`src/rtl/reaction_pkg.sv`:
```
// reaction_pkg: shared constants for the reaction-timer design.
//   CLK_HZ / DEBOUNCE_MS / HOLD_MS  : board timing inputs
//   DEBOUNCE_CYCLES_DEF / HOLD_CYCLES_DEF : derived cycle counts
//   BTN_START / BTN_REACT           : button channel indices on ui_in
//   btn_evt_t                       : per-channel conditioned outputs
//   cnt_w()                         : counter width helper (min 1 bit)
package reaction_pkg;

  localparam int CLK_HZ      = 10_000_000;
  localparam int DEBOUNCE_MS = 5;
  localparam int HOLD_MS     = 1000;

  localparam int DEBOUNCE_CYCLES_DEF = (CLK_HZ / 1000) * DEBOUNCE_MS;
  localparam int HOLD_CYCLES_DEF     = (CLK_HZ / 1000) * HOLD_MS;

  localparam int BTN_START = 0;
  localparam int BTN_REACT = 1;

  typedef struct packed {
    logic level;
    logic rise;
    logic fall;
    logic hold;
  } btn_evt_t;

  // Bits needed to count 0..n-1, never less than one.
  function automatic int cnt_w(input int n);
    return (n > 1) ? $clog2(n) : 1;
  endfunction

endpackage

```
`src/rtl/btn_channel.sv`:
```
// btn_channel: one button lane -- 2-flop synchroniser, debouncer, edge
// pulses and long-press detector.
//   clk, reset  : clock, async active-high reset
//   btn_raw_i   : raw asynchronous button level
//   evt_o       : registered level / rise / fall / hold
module btn_channel
  import reaction_pkg::*;
#(
  parameter int DEBOUNCE_CYCLES = 4,
  parameter int HOLD_CYCLES     = 8
) (
  input  logic     clk,
  input  logic     reset,
  input  logic     btn_raw_i,
  output btn_evt_t evt_o
);

  localparam int DBW = cnt_w(DEBOUNCE_CYCLES);
  localparam int HW  = cnt_w(HOLD_CYCLES + 1);

  localparam logic [DBW-1:0] DB_LAST  = DBW'(DEBOUNCE_CYCLES - 1);
  localparam logic [HW-1:0]  HOLD_MAX = HW'(HOLD_CYCLES);
  localparam logic [HW-1:0]  HOLD_PRE = HW'(HOLD_CYCLES - 1);

  logic [1:0]     sync_q;
  logic           sync;
  logic           stable_q, stable_d;
  logic [DBW-1:0] db_cnt_q, db_cnt_d;
  logic [HW-1:0]  hold_cnt_q, hold_cnt_d;
  logic           rise_q, rise_d;
  logic           fall_q, fall_d;
  logic           hold_q, hold_d;

  assign sync = sync_q[1];

  always_comb begin
    stable_d   = stable_q;
    db_cnt_d   = '0;
    hold_cnt_d = '0;
    hold_d     = 1'b0;

    // Any sample agreeing with the accepted level restarts the count, so
    // only an unbroken run of DEBOUNCE_CYCLES disagreeing samples flips it.
    if (sync != stable_q) begin
      if (db_cnt_q == DB_LAST) stable_d = ~stable_q;
      else                     db_cnt_d = db_cnt_q + 1'b1;
    end

    rise_d = ~stable_q &  stable_d;
    fall_d =  stable_q & ~stable_d;

    // Saturating press timer; a release landing on the threshold edge
    // suppresses the hold pulse.
    if (stable_q) begin
      hold_cnt_d = (hold_cnt_q == HOLD_MAX) ? hold_cnt_q : hold_cnt_q + 1'b1;
      hold_d     = (hold_cnt_q == HOLD_PRE) & stable_d;
    end
  end

  always_ff @(posedge clk or posedge reset) begin
    if (reset) begin
      sync_q     <= '0;
      stable_q   <= 1'b0;
      db_cnt_q   <= '0;
      hold_cnt_q <= '0;
      rise_q     <= 1'b0;
      fall_q     <= 1'b0;
      hold_q     <= 1'b0;
    end else begin
      sync_q     <= {sync_q[0], btn_raw_i};
      stable_q   <= stable_d;
      db_cnt_q   <= db_cnt_d;
      hold_cnt_q <= hold_cnt_d;
      rise_q     <= rise_d;
      fall_q     <= fall_d;
      hold_q     <= hold_d;
    end
  end

  assign evt_o = '{level: stable_q, rise: rise_q, fall: fall_q, hold: hold_q};

endmodule

```
`src/rtl/button_conditioner.sv`:
```
// button_conditioner: conditions N_BTN raw push-buttons into clean levels
// and single-cycle press / release / long-press pulses. At the chip top,
// start_btn = btn_rise[BTN_START], react_btn = btn_rise[BTN_REACT].
//   clk, reset : clock, async active-high reset
//   btn_raw    : raw asynchronous button levels (active-high)
//   btn_level  : debounced level
//   btn_rise   : one-cycle pulse on accepted press
//   btn_fall   : one-cycle pulse on accepted release
//   btn_hold   : one-cycle pulse once a press lasts HOLD_CYCLES
module button_conditioner
  import reaction_pkg::*;
#(
  parameter int N_BTN           = 2,
  parameter int DEBOUNCE_CYCLES = DEBOUNCE_CYCLES_DEF,
  parameter int HOLD_CYCLES     = HOLD_CYCLES_DEF
) (
  input  logic             clk,
  input  logic             reset,
  input  logic [N_BTN-1:0] btn_raw,
  output logic [N_BTN-1:0] btn_level,
  output logic [N_BTN-1:0] btn_rise,
  output logic [N_BTN-1:0] btn_fall,
  output logic [N_BTN-1:0] btn_hold
);

  if (DEBOUNCE_CYCLES < 1) begin : g_bad_db
    $error("DEBOUNCE_CYCLES must be >= 1");
  end
  if (HOLD_CYCLES < 1) begin : g_bad_hold
    $error("HOLD_CYCLES must be >= 1");
  end

  btn_evt_t evt [N_BTN];

  for (genvar i = 0; i < N_BTN; i++) begin : g_ch
    btn_channel #(
      .DEBOUNCE_CYCLES(DEBOUNCE_CYCLES),
      .HOLD_CYCLES    (HOLD_CYCLES)
    ) u_ch (
      .clk      (clk),
      .reset    (reset),
      .btn_raw_i(btn_raw[i]),
      .evt_o    (evt[i])
    );

    assign btn_level[i] = evt[i].level;
    assign btn_rise[i]  = evt[i].rise;
    assign btn_fall[i]  = evt[i].fall;
    assign btn_hold[i]  = evt[i].hold;
  end

endmodule

```
`config.mk`:
```
export PLATFORM = sky130hd
export DESIGN_NAME = button_conditioner
export DESIGN_NICKNAME = d
export VERILOG_FILES = /design/src/rtl/reaction_pkg.sv /design/src/rtl/btn_channel.sv /design/src/rtl/button_conditioner.sv
export SDC_FILE = /design/constraint.sdc
export NUM_CORES = 1
export LEC_CHECK = 0
export CORE_AREA = 2 2 102 84
export DETAILED_ROUTE_END_ITERATION = 8
export DIE_AREA = 0 0 104 86
export PLACE_DENSITY = 0.76
export SETUP_SLACK_MARGIN = 0.2
export SKIP_LAST_GASP = 1
export SLEW_MARGIN = 20
export SYNTH_ARGS = -nofsm -noshare
export SYNTH_HDL_FRONTEND = slang
export SYNTH_HIERARCHICAL = 1
export SYNTH_SLANG_ARGS = --single-unit
```
`constraint.sdc`:
```
create_clock -name clk -period 2.8 [get_ports clk]
set_input_delay 0.56 -clock clk [delete_from_list [all_inputs] [get_ports clk]]
set_output_delay 0.56 -clock clk [all_outputs]
set_load 0.02 [all_outputs]
```
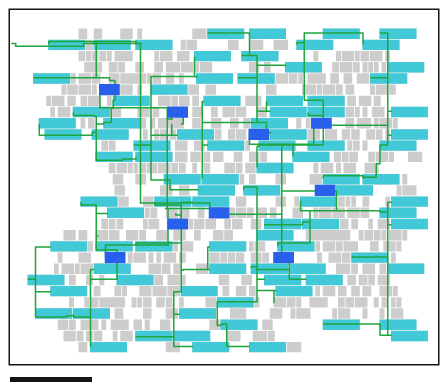
**Above:** routed clock nets over the placement.
The bar under the picture is 20 µm long.
Key: clock-net drivers = blue [count 9]; flip-flops = cyan [count 92]; clock wires = green [length 1090 µm]
Position of the flops: widely spread. There are 10 routed clock nets.
clock network fraction of design power: 39.8%
worst clock skew: 0.01258 ns
Clock group: 927 µW
clk latency late pin: 0.36 ns

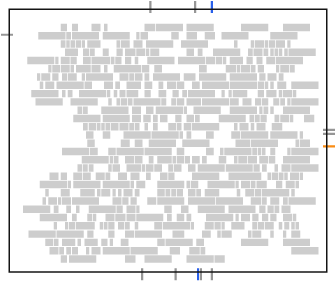
**Above:** pin map.
Pins as bars across the die edge, other pins in gray.
Key: btn_hold = blue [pins 2, direction output, edge 1 bottom, 1 top]; reset = orange [pins 1, direction input, edge right]
All pins by edge: 5 bottom, 3 right, 3 top, 1 left.

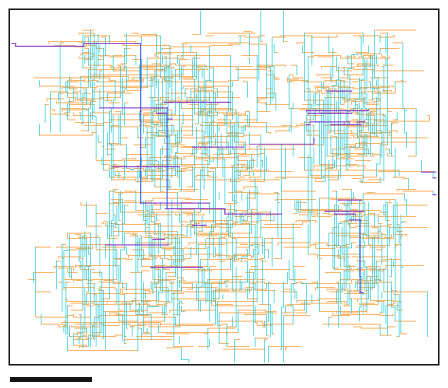
**Above:** signal wires by layer.
The bar under the picture is 20 µm long.
Key: M3 = purple [wire length 273 µm]; M4 = blue [wire length 80.9 µm]; M2 = cyan [wire length 4190 µm]; M1 = orange [wire length 4370 µm]

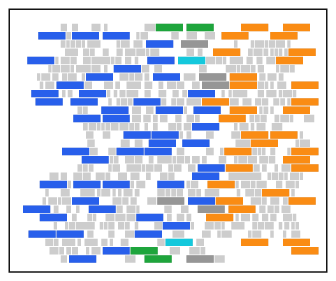
**Above:** register map, names as in the netlist.
Other sequential cells in the stronger gray, the rest of the logic in the fainter gray.
Key: g_ch.u_ch/sync_q = green [placed flops 4]; g_ch.u_ch/hold_cnt_q = blue [placed flops 48]; g_ch.u_ch/db_cnt_q = orange [placed flops 32, where a vertical strip on the right]; g_ch.u_ch/stable_q = cyan [placed flops 2]

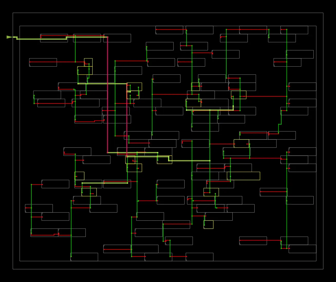
**Above:** clock routing.
Flop Count: 92
total CTS buffers: 9
number of sinks on the clock net: 92
layout clock buffer count: 9

==> impl_metrics.toml <==
# yosys + openroad results
[run]
warnings = 28

[synth]
synthesis.area_per_instance_um2 = 9.945
synthFlopType = "sky130_fd_sc_hd__dfrtp_1"
synth.top_cell.area_share_pct = 49.46
edf_count = 0
synth.net_count = 478

[run_status]
status = "completed"

[cts]
cts-htree-levels = 3

[hold_path]
timing.hold.worst.start = "g_ch[1].u_ch/sync_q[0]$_DFF_PP0_"
hold-path-cell-count = 0
hold_worst_path_end = "g_ch[1].u_ch/sync_q[1]$_DFF_PP0_"

[worst_setup_path]
cp-start-kind = "register"
critical_path.max_stage_delay_ns = 0.67
worst_reg2reg_setup_slack_ns = 0.77
worstSetupPathType = "register to output port"
crit_family = "buffers and inverters"

[placement]
post_dp_hpwl_um = 5978
placedCellCount = 569
placement.setup.worst_slack_ns = 0.8222

[routing]
vias_per_cell = 5.882
route.final.wire_length_um = 8920

[global_routing]
number_of_global_route_vias_before_repair = 3314
initial_antenna_violation_count = 0
globalRouteOverflowTotal = 0

[cells_and_area]
drive_above_1_share_pct = 6.918
syn_to_final_growth_pct = 7.124

[sta]
setup-violations-final = 0
rsz0062_at_grt = "no"
timing_hold_violations_final = 0
fmax_mhz = 476.7

[floorplan]
die_area_mm2 = 0.008944
where the power goes:
part	internal (mW)	switching [mW]
Sequential	1.34	0.00931
Clock	0.427	0.501
Combinational	0.0153	0.0383
Total	1.78	0.548
layer usage:
| layer | vias to the layer above | routed length [µm] | track usage [%] | share of wire [%] |
|---|---|---|---|---|
| met5 | - | 0 | 0 | 0 |
| met4 | 0 | 80 | 8.354 | 0.90 |
| met2 | 52 | 4194 | 32.89 | 47 |
| met1 | 1682 | 4372 | 30.39 | 49 |
| li1 | 1700 | - | - | - |
| met3 | 7 | 272 | 4.711 | 3.0 |
state kept, by name, indices dropped and copies added, names as in the netlist:
| name | flops |
|---|---|
| g_ch.u_ch/db_cnt_q | 32 |
| g_ch.u_ch/sync_q | 4 |
| g_ch.u_ch/fall_q | 2 |
| g_ch.u_ch/rise_q | 2 |
| g_ch.u_ch/hold_q | 2 |
| g_ch.u_ch/hold_cnt_q | 48 |
| g_ch.u_ch/stable_q | 2 |
final cells by class:
type                       instances  area, µm²  area share, %
clock buffer                       9      123.9          2.484
clock inverter                     7      82.58          1.656
inverter                          18      67.56          1.355
multi-input combinational        334       2120          42.51
sequential                        92       2302          46.17
tap                              108      135.1          2.710
timing repair buffer              17      155.1          3.112
kinds of logic after synthesis:
kind of cell               Yosys count  share of synthesized area (%)
buffers and inverters               42                          5.000
xor gates and xnor gates            50                          9.409
muxes                                2                         0.4838
and+or+nand+nor                    218                          26.45
AOI/OAI and AO/OA                   58                          7.580
adders and majority gates            6                          1.613
DFF                                 92                          49.46
Power figures rest on the tool's default switching activity, not on a simulated workload.
